`src/rtl/regfile_pkg.sv`:
```
// Shared types and constants for the register-file sequencer.
package regfile_pkg;

    localparam int TIMEOUT_DEFAULT = 15;

    typedef enum logic [1:0] {
        OP_LOADI   = 2'b00,
        OP_MOV     = 2'b01,
        OP_ALU     = 2'b10,
        OP_ILLEGAL = 2'b11
    } op_t;

    typedef enum logic [2:0] {
        S_IDLE  = 3'd0,
        S_READ  = 3'd1,
        S_EXEC  = 3'd2,
        S_WRITE = 3'd3,
        S_DONE  = 3'd4
    } state_t;

    // Only ALU operations need the second read port.
    function automatic logic op_reads_b(input op_t op);
        return (op == OP_ALU);
    endfunction

endpackage

```
`src/rtl/regfile_sequencer_exec_timer.sv`:
```
// Counts EXEC cycles and flags the last cycle in which AluDone may still arrive.
module exec_timer
    import regfile_pkg::*;
#(
    parameter int TIMEOUT = TIMEOUT_DEFAULT
) (
    input  logic clk,
    input  logic rst_n,
    input  logic clear,
    input  logic enable,
    output logic expired
);

    localparam int CW = (TIMEOUT < 2) ? 1 : $clog2(TIMEOUT);
    localparam logic [CW-1:0] LAST = CW'(TIMEOUT - 1);

    logic [CW-1:0] count_r;

    // Cycle counter, saturating on the final permitted EXEC cycle
    always_ff @(posedge clk or negedge rst_n) begin
        if (!rst_n) begin
            count_r <= {CW{1'b0}};
        end else if (clear) begin
            count_r <= {CW{1'b0}};
        end else if (enable && !expired) begin
            count_r <= count_r + CW'(1);
        end else begin
            count_r <= count_r;
        end
    end

    assign expired = enable && (count_r == LAST);

endmodule

```
`src/rtl/regfile_sequencer.sv`:
```
// Sequences LOADI / MOV / ALU operations over a two-read, one-write register file.
module regfile_sequencer
    import regfile_pkg::*;
#(
    parameter int TIMEOUT = TIMEOUT_DEFAULT
) (
    input  logic       CLKb,
    input  logic       Rstb,
    input  logic       Start,
    input  logic [1:0] Op,
    input  logic [1:0] SrcA,
    input  logic [1:0] SrcB,
    input  logic [1:0] Dst,
    input  logic [9:0] Imm,
    input  logic [9:0] Q0,
    input  logic [9:0] Q1,
    input  logic [9:0] AluResult,
    input  logic       AluDone,
    output logic [9:0] D,
    output logic       ENW,
    output logic [1:0] WRA,
    output logic       ENR0,
    output logic       ENR1,
    output logic [1:0] RDA0,
    output logic [1:0] RDA1,
    output logic [9:0] OpA,
    output logic [9:0] OpB,
    output logic       Busy,
    output logic       Done,
    output logic       Err
);

    state_t     state_r, state_nxt_s;
    op_t        op_r, op_cap_s;
    logic [1:0] srca_r, srcb_r, dst_r;
    logic [9:0] imm_r, result_r, opa_r, opb_r, d_s;
    logic       enw_r, enr0_r, enr1_r, busy_r, done_r, err_r;
    logic       enw_nxt_s, enr0_nxt_s, enr1_nxt_s, busy_nxt_s, done_nxt_s, err_s;
    logic       timer_en_s, timer_clr_s, expired_s;

    assign timer_en_s  = (state_r == S_EXEC);
    assign timer_clr_s = !timer_en_s;

    exec_timer #(.TIMEOUT(TIMEOUT)) u_exec_timer (
        .clk     (CLKb),
        .rst_n   (Rstb),
        .clear   (timer_clr_s),
        .enable  (timer_en_s),
        .expired (expired_s)
    );

    // State register
    always_ff @(posedge CLKb or negedge Rstb) begin
        if (!Rstb) begin
            state_r <= S_IDLE;
        end else begin
            state_r <= state_nxt_s;
        end
    end

    // Next-state logic; an illegal op or an ALU timeout raises the error strobe
    always_comb begin
        state_nxt_s = state_r;
        err_s       = 1'b0;
        case (state_r)
            S_IDLE: begin
                if (Start) begin
                    case (op_t'(Op))
                        OP_LOADI: state_nxt_s = S_WRITE;
                        OP_MOV:   state_nxt_s = S_READ;
                        OP_ALU:   state_nxt_s = S_READ;
                        default:  err_s       = 1'b1;
                    endcase
                end else begin
                    state_nxt_s = S_IDLE;
                end
            end
            S_READ: begin
                if (op_r == OP_ALU) begin
                    state_nxt_s = S_EXEC;
                end else begin
                    state_nxt_s = S_WRITE;
                end
            end
            S_EXEC: begin
                if (AluDone) begin
                    state_nxt_s = S_WRITE;
                end else if (expired_s) begin
                    state_nxt_s = S_IDLE;
                    err_s       = 1'b1;
                end else begin
                    state_nxt_s = S_EXEC;
                end
            end
            S_WRITE: state_nxt_s = S_DONE;
            S_DONE:  state_nxt_s = S_IDLE;
            default: state_nxt_s = S_IDLE;
        endcase
    end

    // Control strobes for the coming state; the op is still on the inputs when leaving IDLE
    always_comb begin
        if (state_r == S_IDLE) begin
            op_cap_s = op_t'(Op);
        end else begin
            op_cap_s = op_r;
        end
        enw_nxt_s  = (state_nxt_s == S_WRITE);
        enr0_nxt_s = (state_nxt_s == S_READ);
        enr1_nxt_s = (state_nxt_s == S_READ) && op_reads_b(op_cap_s);
        busy_nxt_s = (state_nxt_s != S_IDLE);
        done_nxt_s = (state_nxt_s == S_DONE);
    end

    // Registered control outputs
    always_ff @(posedge CLKb or negedge Rstb) begin
        if (!Rstb) begin
            enw_r  <= 1'b0;
            enr0_r <= 1'b0;
            enr1_r <= 1'b0;
            busy_r <= 1'b0;
            done_r <= 1'b0;
            err_r  <= 1'b0;
        end else begin
            enw_r  <= enw_nxt_s;
            enr0_r <= enr0_nxt_s;
            enr1_r <= enr1_nxt_s;
            busy_r <= busy_nxt_s;
            done_r <= done_nxt_s;
            err_r  <= err_s;
        end
    end

    // Request capture, only on an accepted Start in IDLE
    always_ff @(posedge CLKb or negedge Rstb) begin
        if (!Rstb) begin
            op_r   <= OP_LOADI;
            srca_r <= 2'b00;
            srcb_r <= 2'b00;
            dst_r  <= 2'b00;
            imm_r  <= 10'h000;
        end else if ((state_r == S_IDLE) && Start) begin
            op_r   <= op_t'(Op);
            srca_r <= SrcA;
            srcb_r <= SrcB;
            dst_r  <= Dst;
            imm_r  <= Imm;
        end else begin
            op_r   <= op_r;
            srca_r <= srca_r;
            srcb_r <= srcb_r;
            dst_r  <= dst_r;
            imm_r  <= imm_r;
        end
    end

    // Operand latch on the edge leaving READ, ALU result latch on an accepted AluDone
    always_ff @(posedge CLKb or negedge Rstb) begin
        if (!Rstb) begin
            opa_r    <= 10'h000;
            opb_r    <= 10'h000;
            result_r <= 10'h000;
        end else begin
            if (state_r == S_READ) begin
                opa_r <= Q0;
                if (op_reads_b(op_r)) begin
                    opb_r <= Q1;
                end else begin
                    opb_r <= opb_r;
                end
            end else begin
                opa_r <= opa_r;
                opb_r <= opb_r;
            end
            if ((state_r == S_EXEC) && AluDone) begin
                result_r <= AluResult;
            end else begin
                result_r <= result_r;
            end
        end
    end

    // Write data selected from captured registers, forced to zero outside WRITE
    always_comb begin
        d_s = 10'h000;
        if (enw_r) begin
            case (op_r)
                OP_LOADI: d_s = imm_r;
                OP_MOV:   d_s = opa_r;
                OP_ALU:   d_s = result_r;
                default:  d_s = 10'h000;
            endcase
        end else begin
            d_s = 10'h000;
        end
    end

    assign D    = d_s;
    assign ENW  = enw_r;
    assign WRA  = enw_r ? dst_r : 2'b00;
    assign ENR0 = enr0_r;
    assign ENR1 = enr1_r;
    assign RDA0 = enr0_r ? srca_r : 2'b00;
    assign RDA1 = enr1_r ? srcb_r : 2'b00;
    assign OpA  = opa_r;
    assign OpB  = opb_r;
    assign Busy = busy_r;
    assign Done = done_r;
    assign Err  = err_r;

endmodule

```
`config.mk`:
```
export PLATFORM = sky130hd
export DESIGN_NAME = regfile_sequencer
export DESIGN_NICKNAME = d
export VERILOG_FILES = /design/src/rtl/regfile_pkg.sv /design/src/rtl/regfile_sequencer_exec_timer.sv /design/src/rtl/regfile_sequencer.sv
export SDC_FILE = /design/constraint.sdc
export NUM_CORES = 1
export LEC_CHECK = 0
export CAP_MARGIN = 20
export CORE_UTILIZATION = 45
export CTS_CLUSTER_DIAMETER = 150
export DETAILED_ROUTE_END_ITERATION = 7
export HOLD_SLACK_MARGIN = 0.05
export PLACE_DENSITY = 0.79
export RECOVER_POWER = 100
export SKIP_CTS_REPAIR_TIMING = 1
export SLEW_MARGIN = 10
export SYNTH_ARGS = -nofsm -noshare
export SYNTH_HDL_FRONTEND = slang
export SYNTH_SLANG_ARGS = --single-unit
```
`constraint.sdc`:
```
create_clock -name CLKb -period 2.75 [get_ports CLKb]
set_clock_uncertainty 0.15 [all_clocks]
set_input_delay 0.275 -clock CLKb [delete_from_list [all_inputs] [get_ports CLKb]]
set_output_delay 0.275 -clock CLKb [all_outputs]
set_load 0.01 [all_outputs]
```
==> impl_metrics.py, run 1 <==
# Synthesis and PnR figures
metrics = {
    "grt": {
        "antenna_found_initial": 0,
        "track_usage": 0.201,
        "first_global_vias": 1967,
        "grt_start_max_net_pins": 55,
        "grt_pass1_wl_mm": 9.63,
        "globalRoute.totalOverflow": 0,
    },
    "clock_tree": {
        "clock_latency_ns": 0.33,
        "htreeDepth": 3,
        "clock_input_transition_at_the_sequential_cells_of_the_worst_setup_and_hold_paths_ns": 0.06,
        "cts_made_buffers": 9,
        "cts_tree": "done",
        "ctsRootBufferMaster": "clkbuf_8",
        "cts_buffer_depth": 2,
    },
    "yosys": {
        "synth.comb.largest_family": "multiplexers",
        "synth.distinct_cells": 35,
        "synth_compound_gate_area_share": 0.0531,
        "yosysCellCount": 211,
        "yosysChipArea_um2": 2830,
        "ys_sh_mux": 0.242,
        "yosys-top-cells-area": "dfrtp_1 (54%), mux2_2 (16%), mux2_4 (4.8%)",
        "synth.avg_cell_area_um2": 13.4,
        "synth-async-reset-ratio": 1.00,
        "synth.cells.most_frequent": "dfrtp_1 (61), mux2_2 (39), mux2i_1 (11), nand2_1 (11)",
        "largest_area_cell": "dfrtp_1",
        "simple_gate_area_frac": 0.114,
        "yosys.cell_count.top_type": "dfrtp_1",
        "synth.yosys.seq_area_share": 0.540,
        "yosys_warnings": 0,
        "flop_cell": "dfrtp_1",
        "ys_sh_adder": 0.00886,
        "syn_area_um2": 2830,
        "synthesis.nets": 265,
    },
    "sta": {
        "accumulated_negative_setup_slack_ns": 0,
        "rsz0062_at_grt": "no",
        "finalCriticalPeriod_ns": 2.53,
        "relSlewSlack": 0.131,
        "max_slew.worst_pin.slew_ns": 1.30,
        "setup_slack_ns": 0.219,
        "timing.final.hold_violations": 0,
        "setup_violations": 0,
    },
    "pwr": {
        "leakage_nw": 1.72,
        "power.sequential.fraction": 0.400,
        "power_density_nw_per_um2": 1040,
        "maxPowerGroup": "registers",
        "vdd_ir_drop_max_v": 0.000475,
        "finalPower_mw": 4.13,
        "power.share.switching": 0.315,
        "clk-power_mw": 0.854,
        "powerSeq_mw": 1.65,
        "comb_power_mw": 1.63,
        "fraction_of_power_consumed_by_the_clock_network": 0.207,
        "internal-power_mw": 2.83,
    },
    "run": {
        "max-cap-violations": 0,
        "warning_count": 27,
    },
    "critical_path": {
        "crit_path_end_kind": "output port",
        "r2r_end": "ENR1",
        "worst_ep_required_time_ns": 2.33,
        "worstPathCellList": "mux2i_1 -> or2_2 -> a21boi_0 -> dlygate4sd3_1",
        "slowest_delay_ns": 0.63,
        "timing.critical_path.from": "op_r[1]",
        "timing.setup.critical_path_class": "reg2out",
        "crit_path_end": "D[9]",
        "timing.reg2reg.worst_path_depth": 4,
        "rrSetupSlack_ns": 0.30,
        "crit_arrival_ns": 2.11,
        "crit_path_start_kind": "register",
        "worstPathMaxFanout": 14,
        "critPathTopFamily": "buffers and inverters",
        "critical_path_depth": 4,
        "cp.buffers_inverters": 1,
        "crit_path_top_delay_cell": "dlygate4sd3_1",
    },
    "layout": {
        "area_growth_pct": 39.9,
        "layout.cell_area.non_filler_um2": 3950,
        "instances_no_fill": 390,
        "layout-drive-gt1-share": 0.222,
        "antennaDiodeCount": 0,
        "final.fill_count": 495,
    },
    "routing": {
        "routed-via-count": 1976,
        "vias_per_cell": 5.07,
        "post_drt_wl_per_cell_um": 15.4,
        "first_iter_violations": 115,
        "detail_route.wirelength_mm": 6.03,
        "final_antenna_net_count": 0,
        "residual_drc_count": 0,
        "wl_met3_um": 233,
        "met1Wirelength_mm": 2.65,
        "topRoutingLayerUsed": "met4",
        "drt-pass1-iter-count": 4,
    },
    "place": {
        "post_dp_cell_area_um2": 3820,
        "placed_cells_incl_taps": 374,
        "io_buffers": 93,
        "hpwl_mm": 4.52,
    },
    "min_path": {
        "hold_class": "in2async",
    },
    "floorplan": {
        "number_of_cell_rows": 28,
        "floorplan.die_area_um2": 6600,
        "height_of_the_die_um": 81.2,
        "pin_count": 94,
        "die_width_um": 81.2,
    },
    "status": {
        "run_status": "complete, no violations",
    },
}
==> run 1: per-layer routing <==
layer / global-route usage / vias to the layer above
li1: - / 938
met1: 0.257 / 971
met2: 0.321 / 53
met3: 0.0404 / 14
met4: 0.105 / 0
met5: 0 / -
==> run 1: cells in the final DEF (no fill, tap or decap), types with 6 or more instances in the layout <==
cell and count:
clkbuf_8 10, dfrtp_1 60, inv_1 6, mux2_1 7
nand2_1 12, mux2_2 39, or2_2 10, clkdlybuf4s50_1 51
dlygate4sd3_1 42, a21boi_0 10, mux2i_1 11
==> run 1: final cells by class <==
type                    count  area (um^2)  share of cell area
well taps                  75         93.8              0.0237
clock buffers              10          138              0.0348
repair buffers             99          958               0.242
multi-input cells         134         1140               0.288
inverters                   6         22.5             0.00570
flip-flops and latches     61         1530               0.386
clock inverters             5         75.1              0.0190
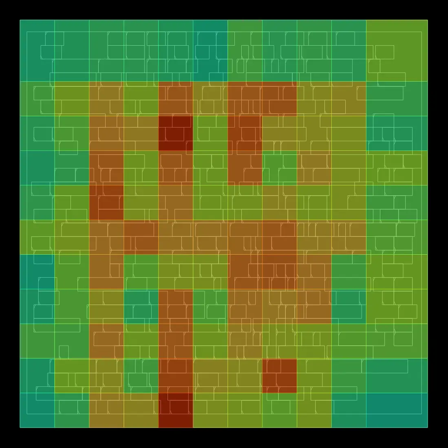
Run 1: congestion heat map
met2 global-route usage: 0.321
final standard cell utilization of the core: 0.660

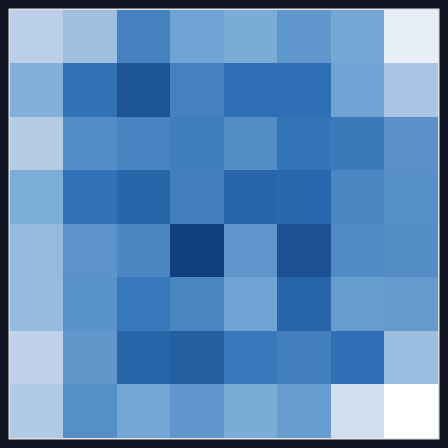
Run 1: local utilization
The die is cut into 8 by 8 equal tiles; white is low, dark blue is high, 0 to 100% covered.
1.6% of the tiles are nearly empty. The fullest tile reaches 94%. 14% of the tiles are over 75% full.
core utilization before placement: 0.472
core area: 5990 um^2

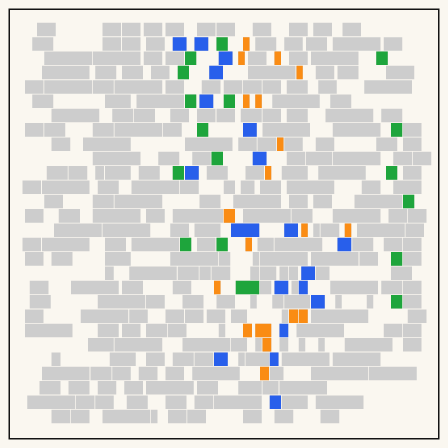
Run 1: gate-type map
Key: orange = nand cells [cells 19]; green = and/or cells [cells 17]; blue = aoi and oai cells [cells 19]

--- run 2 (diff from run 1) ---
--- a/config.mk
+++ b/config.mk
@@ -6,11 +6,11 @@
 export NUM_CORES = 1
 export LEC_CHECK = 0
 export CAP_MARGIN = 20
-export CORE_UTILIZATION = 45
+export CORE_UTILIZATION = 49
 export CTS_CLUSTER_DIAMETER = 150
 export DETAILED_ROUTE_END_ITERATION = 7
 export HOLD_SLACK_MARGIN = 0.05
-export PLACE_DENSITY = 0.79
+export PLACE_DENSITY = 0.85
 export RECOVER_POWER = 100
 export SKIP_CTS_REPAIR_TIMING = 1
 export SLEW_MARGIN = 10
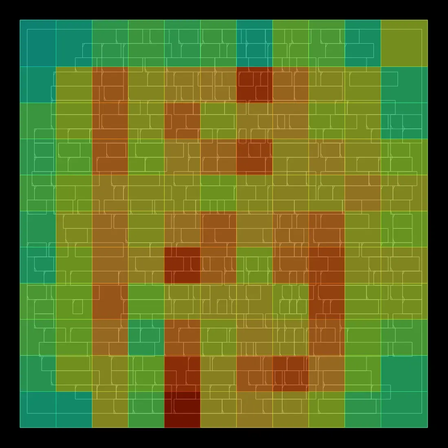
Run 2: congestion heat map
final standard cell utilization of the core: 0.712
GRT met1 Usage: 0.301

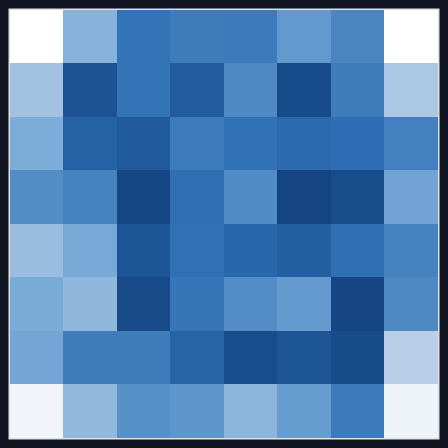
Run 2: local utilization
The die is cut into 8 by 8 equal tiles; white is low, dark blue is high, 0 to 100% covered.
core utilization before placement: 0.510
core area: 5540 um^2

==> impl_metrics.py, run 2 <==
# Synthesis and PnR figures
metrics = {
    "grt": {
        "grt_util_met2": 0.334,
        "first_global_vias": 1972,
        "grt-busiest-layer": "met2",
        "grt_pass1_wl_mm": 10.0,
        "grt_start_max_net_pins": 52,
        "globalRoute.totalOverflow": 0,
        "use_met3": 0.0471,
    },
    "routing": {
        "drt-pass1-iter-count": 4,
        "wl_met3_um": 233,
        "vias_per_cell": 5.13,
        "met1Wirelength_mm": 2.81,
        "detail_route.wirelength_mm": 5.97,
        "final_antenna_net_count": 0,
    },
    "critical_path": {
        "crit_arrival_ns": 2.15,
        "r2r_end": "ENR1",
        "crit_path_end": "D[9]",
        "crit_path_start_kind": "register",
        "crit_path_end_kind": "output port",
        "rrSetupSlack_ns": 0.26,
        "timing.critical_path.from": "op_r[1]",
        "worst_ep_required_time_ns": 2.33,
        "timing.reg2reg.worst_path_depth": 4,
        "worstPathMaxFanout": 14,
    },
    "run": {
        "warning_count": 27,
        "max-cap-violations": 0,
    },
    "yosys": {
        "yosys-top-cells-area": "dfrtp_1 (54%), mux2_2 (16%), mux2_4 (4.8%)",
        "flop_cell": "dfrtp_1",
        "yosysChipArea_um2": 2830,
        "largest_area_cell": "dfrtp_1",
        "synthesis.nets": 265,
        "synth-async-reset-ratio": 1.00,
        "syn_area_um2": 2830,
        "synth.avg_cell_area_um2": 13.4,
        "synth.cells.most_frequent": "dfrtp_1 (61), mux2_2 (39), mux2i_1 (11), nand2_1 (11)",
        "yosys_warnings": 0,
    },
    "sta": {
        "relSlewSlack": 0.196,
        "timing.final.hold_violations": 0,
        "setup_violations": 0,
        "finalCriticalPeriod_ns": 2.58,
        "setup_slack_ns": 0.171,
        "accumulated_negative_setup_slack_ns": 0,
        "max_slew.worst_pin.slew_ns": 1.21,
    },
    "clock_tree": {
        "clock_input_transition_at_the_sequential_cells_of_the_worst_setup_and_hold_paths_ns": 0.07,
        "htreeDepth": 3,
        "ctsRootBufferMaster": "clkbuf_8",
    },
    "place": {
        "placed_cells_incl_taps": 371,
        "post_dp_cell_area_um2": 3810,
    },
    "min_path": {
        "hold_class": "in2async",
    },
    "layout": {
        "share_of_cell_area_taken_by_flip_flops_and_latches": 0.387,
        "n_clock_buffer": 9,
        "comb_area_um2": 1130,
        "final.signal_inverter_count": 6,
        "layout.cells.most_common_list": "dfrtp_1 (60), clkdlybuf4s50_1 (54), mux2_2 (39), dlygate4sd3_1 (39), nand2_1 (12)",
        "top_area_cell_class": "registers",
        "layout.non_clock_buffers": 99,
        "layout.cell_area.non_filler_um2": 3950,
        "flops": 61,
        "comb_share": 0.287,
        "area_growth_pct": 39.6,
        "non_clock_buffer_area_share": 0.243,
        "final-clk-cell-share": 0.0542,
        "sequential_cell_area_um2": 1530,
    },
    "floorplan": {
        "number_of_cell_rows": 27,
        "pin_count": 94,
        "taps": 72,
        "floorplan.die_area_um2": 6070,
        "die_width_um": 77.9,
    },
    "pwr": {
        "power_density_nw_per_um2": 1050,
        "power.sequential.fraction": 0.402,
        "clk-power_mw": 0.858,
        "finalPower_mw": 4.14,
        "leakage_nw": 1.70,
        "internal-power_mw": 2.81,
        "comb_power_mw": 1.62,
    },
    "status": {
        "run_status": "complete, no violations",
    },
}
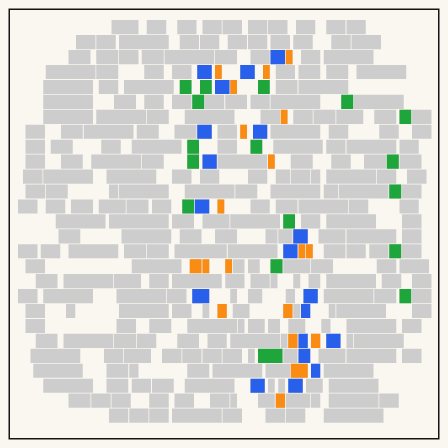
Run 2: gate-type map
most frequent standard cell in the layout excluding fill and tap cells: dfrtp_1
Cell Count, Final, Fillers Out: 388

[run 2: cell counts after synthesis]
No cell type changed its count.
[run 2: cell families (layout without fill, tap and decap cells)]
| kind of cell | count (synthesis) | count (layout) | synth area share |
|---|---|---|---|
| AND/OR/NAND/NOR | 51 | 51 | 0.114 |
| flip-flops | 61 | 61 | 0.540 |
| XOR/XNOR | 2 | 2 | 0.00620 |
| AND-OR/OR-AND | 20 | 20 | 0.0531 |
| buffers and inverters | 16 | 121 | 0.0354 |
| multiplexers | 59 | 59 | 0.242 |
| adder cells (fa/ha/maj) | 2 | 2 | 0.00886 |
[run 2: critical path, stage by stage, from the launching register on]
cell,delay (ns)
dfrtp_2,0.59
mux2i_1,0.13
or2_2,0.28
a21boi_0,0.17
dlygate4sd3_1,0.64
--- run 3 (diff from run 2) ---
--- a/config.mk
+++ b/config.mk
@@ -16,4 +16,5 @@
 export SLEW_MARGIN = 10
 export SYNTH_ARGS = -nofsm -noshare
 export SYNTH_HDL_FRONTEND = slang
+export SYNTH_HIERARCHICAL = 1
 export SYNTH_SLANG_ARGS = --single-unit
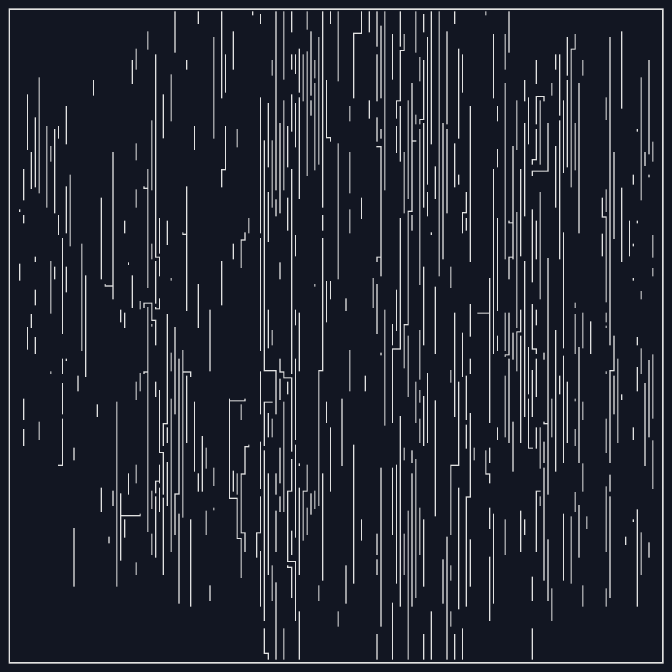
Run 3: signal wires on met2
The layer holds 49% of the routed length. The layer carries 3020 um of wire. 334 nets have wire on it.

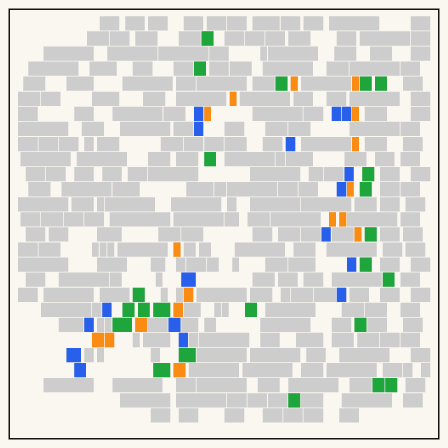
Run 3: gate-type map
Key: orange = nand cells [cells 17]; green = and/or cells [cells 23]; blue = aoi and oai cells [cells 17]

==> impl_metrics.py, run 3 <==
# Synthesis and PnR figures
metrics = {
    "clock_tree": {
        "cts_made_buffers": 9,
        "cts_buffer_depth": 2,
        "htreeDepth": 3,
        "ctsRootBufferMaster": "clkbuf_8",
        "clock_input_transition_at_the_sequential_cells_of_the_worst_setup_and_hold_paths_ns": 0.07,
        "cts_tree": "done",
        "clock_latency_ns": 0.33,
    },
    "critical_path": {
        "worst_ep_required_time_ns": 2.33,
        "timing.critical_path.from": "op_r[1]",
        "r2r_end": "OpB[1]",
        "crit_path_top_delay_cell": "dlygate4sd3_1",
        "worstPathCellList": "clkbuf_2 -> mux2i_1 -> o21ai_0 -> and2_1 -> dlygate4sd3_1",
        "timing.setup.critical_path_class": "reg2out",
        "timing.reg2reg.worst_path_depth": 4,
        "crit_path_start_kind": "register",
        "crit_path_end": "D[5]",
        "crit_path_end_kind": "output port",
        "worstPathMaxFanout": 12,
        "rrSetupSlack_ns": 0.27,
        "slowest_delay_ns": 0.63,
        "crit_arrival_ns": 2.13,
    },
    "sta": {
        "rsz0062_at_grt": "no",
        "timing.final.hold_violations": 0,
        "accumulated_negative_setup_slack_ns": 0,
        "finalCriticalPeriod_ns": 2.56,
        "max_slew.worst_pin.slew_ns": 1.48,
        "relSlewSlack": 0.0141,
        "setup_violations": 0,
    },
    "pwr": {
        "internal-power_mw": 2.74,
        "power.share.switching": 0.327,
        "power.sequential.fraction": 0.389,
        "finalPower_mw": 4.07,
        "maxPowerGroup": "combinational cells",
        "comb_power_mw": 1.72,
        "leakage_nw": 1.73,
        "vdd_ir_drop_max_v": 0.000622,
        "powerSeq_mw": 1.58,
        "clk-power_mw": 0.770,
        "fraction_of_power_consumed_by_the_clock_network": 0.189,
        "power_density_nw_per_um2": 1030,
    },
    "yosys": {
        "yosysChipArea_um2": 2770,
        "ys_sh_adder": 0.00903,
        "synthesis.nets": 269,
        "ys_sh_mux": 0.249,
        "largest_area_cell": "dfrtp_1",
        "syn_area_um2": 2770,
        "synth.cells.most_frequent": "dfrtp_1 (61), mux2_2 (48), and2_1 (18)",
        "synth-async-reset-ratio": 1.00,
        "simple_gate_area_frac": 0.123,
        "synth_compound_gate_area_share": 0.0433,
        "yosys.cell_count.top_type": "dfrtp_1",
        "xor_and_xnor_fraction_of_the_mapped_netlist_area": 0,
        "synthDominantCellAreaShare": 0.551,
        "synth.avg_cell_area_um2": 12.9,
        "synth.distinct_cells": 30,
        "yosys-top-cells-area": "dfrtp_1 (55%), mux2_2 (19%), mux2i_1 (4.3%)",
        "synth.yosys.seq_area_share": 0.551,
        "flop_cell": "dfrtp_1",
        "yosys_warnings": 6,
        "synth.comb.largest_family": "multiplexers",
    },
    "routing": {
        "detail_route.wirelength_mm": 6.20,
        "met1Wirelength_mm": 2.62,
        "routed-via-count": 2039,
        "vias_per_cell": 5.16,
        "first_iter_violations": 74,
        "topRoutingLayerUsed": "met4",
        "residual_drc_count": 0,
        "wl_met3_um": 417,
        "post_drt_wl_per_cell_um": 15.7,
        "drt-pass1-iter-count": 4,
    },
    "layout": {
        "antennaDiodeCount": 0,
        "layout.cell_area.non_filler_um2": 3940,
        "layout.cells.most_common_list": "dfrtp_1 (61), clkdlybuf4s50_1 (53), mux2_2 (48), dlygate4sd3_1 (40), and2_1 (16)",
        "area_growth_pct": 42.2,
        "mostFrequentLayoutCell": "dfrtp_1",
        "layout-drive-gt1-share": 0.220,
    },
    "grt": {
        "gr-usage-met1": 0.268,
        "grt-busiest-layer": "met2",
        "antenna_found_initial": 0,
        "grt_util_met2": 0.368,
        "globalRoute.totalOverflow": 0,
        "use_met3": 0.0619,
        "grt_start_max_net_pins": 62,
        "first_global_vias": 2121,
        "track_usage": 0.223,
        "grt_pass1_wl_mm": 9.91,
    },
    "floorplan": {
        "pin_count": 94,
        "die_width_um": 77.2,
        "floorplan.die_area_um2": 5960,
        "number_of_cell_rows": 27,
        "height_of_the_die_um": 77.2,
    },
    "min_path": {
        "hold_class": "reg2reg",
    },
    "place": {
        "hpwl_mm": 4.46,
        "io_buffers": 93,
        "post_dp_cell_area_um2": 3800,
    },
    "run": {
        "warning_count": 27,
        "max-cap-violations": 0,
    },
    "status": {
        "run_status": "complete, no violations",
    },
}
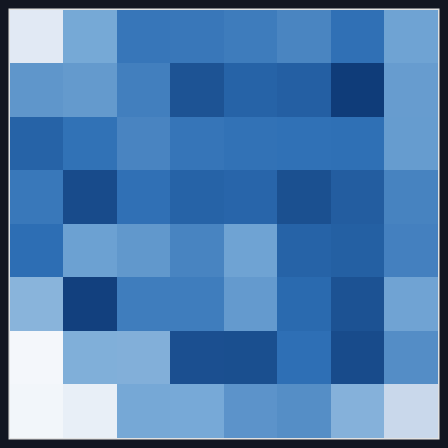
Run 3: local utilization
The die is cut into 8 by 8 equal tiles; white is low, dark blue is high, 0 to 100% covered.
The emptiest ninth of the die: south-west. 28% of the tiles are over 75% full. The mean over all tiles is 65%.
core utilization before placement: 0.507
final standard cell utilization of the core: 0.720
core area: 5470 um^2

[run 3: critical path: cells and delay by family (launching register included)]
| family | cells | cell delay, ns |
|---|---|---|
| buf+inv | 2 | 0.91 |
| mux | 1 | 0.18 |
| flops | 1 | 0.37 |
| compound gates | 1 | 0.17 |
| simple gates | 1 | 0.16 |
[run 3: final cells by class]
class	count	area, um^2
Tap cell	72	90.1
Clock inverter	5	50.0
Timing Repair Buffer	101	972
Multi-Input combinational cell	139	1140
Clock buffer	11	141
Inverter	6	22.5
Sequential cell	61	1530
Fill cell	396	1530
[run 3: through the flow]
step | instances | setup WS, ns
after floorplan | 215 | 0.762
after global placement | 378 | 0.664
after detailed placement | 378 | 0.621
after CTS | 394 | 0.261
after global routing | 395 | 0.0827
final | 395 | 0.191

==> gallery <==
Metal layers overlaid.
(a)
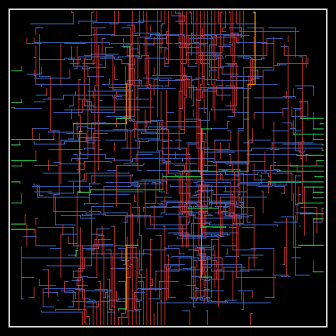
(b)
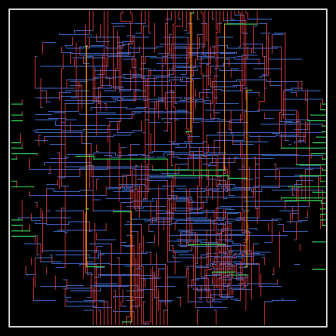
(c)
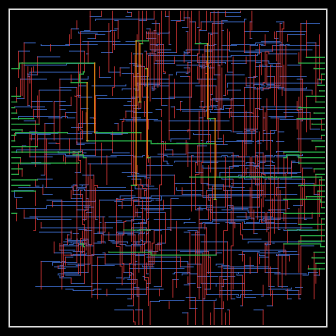
(a) -> run 1
(b) -> run 2
(c) -> run 3

Power is estimated from default activity; no workload was simulated.
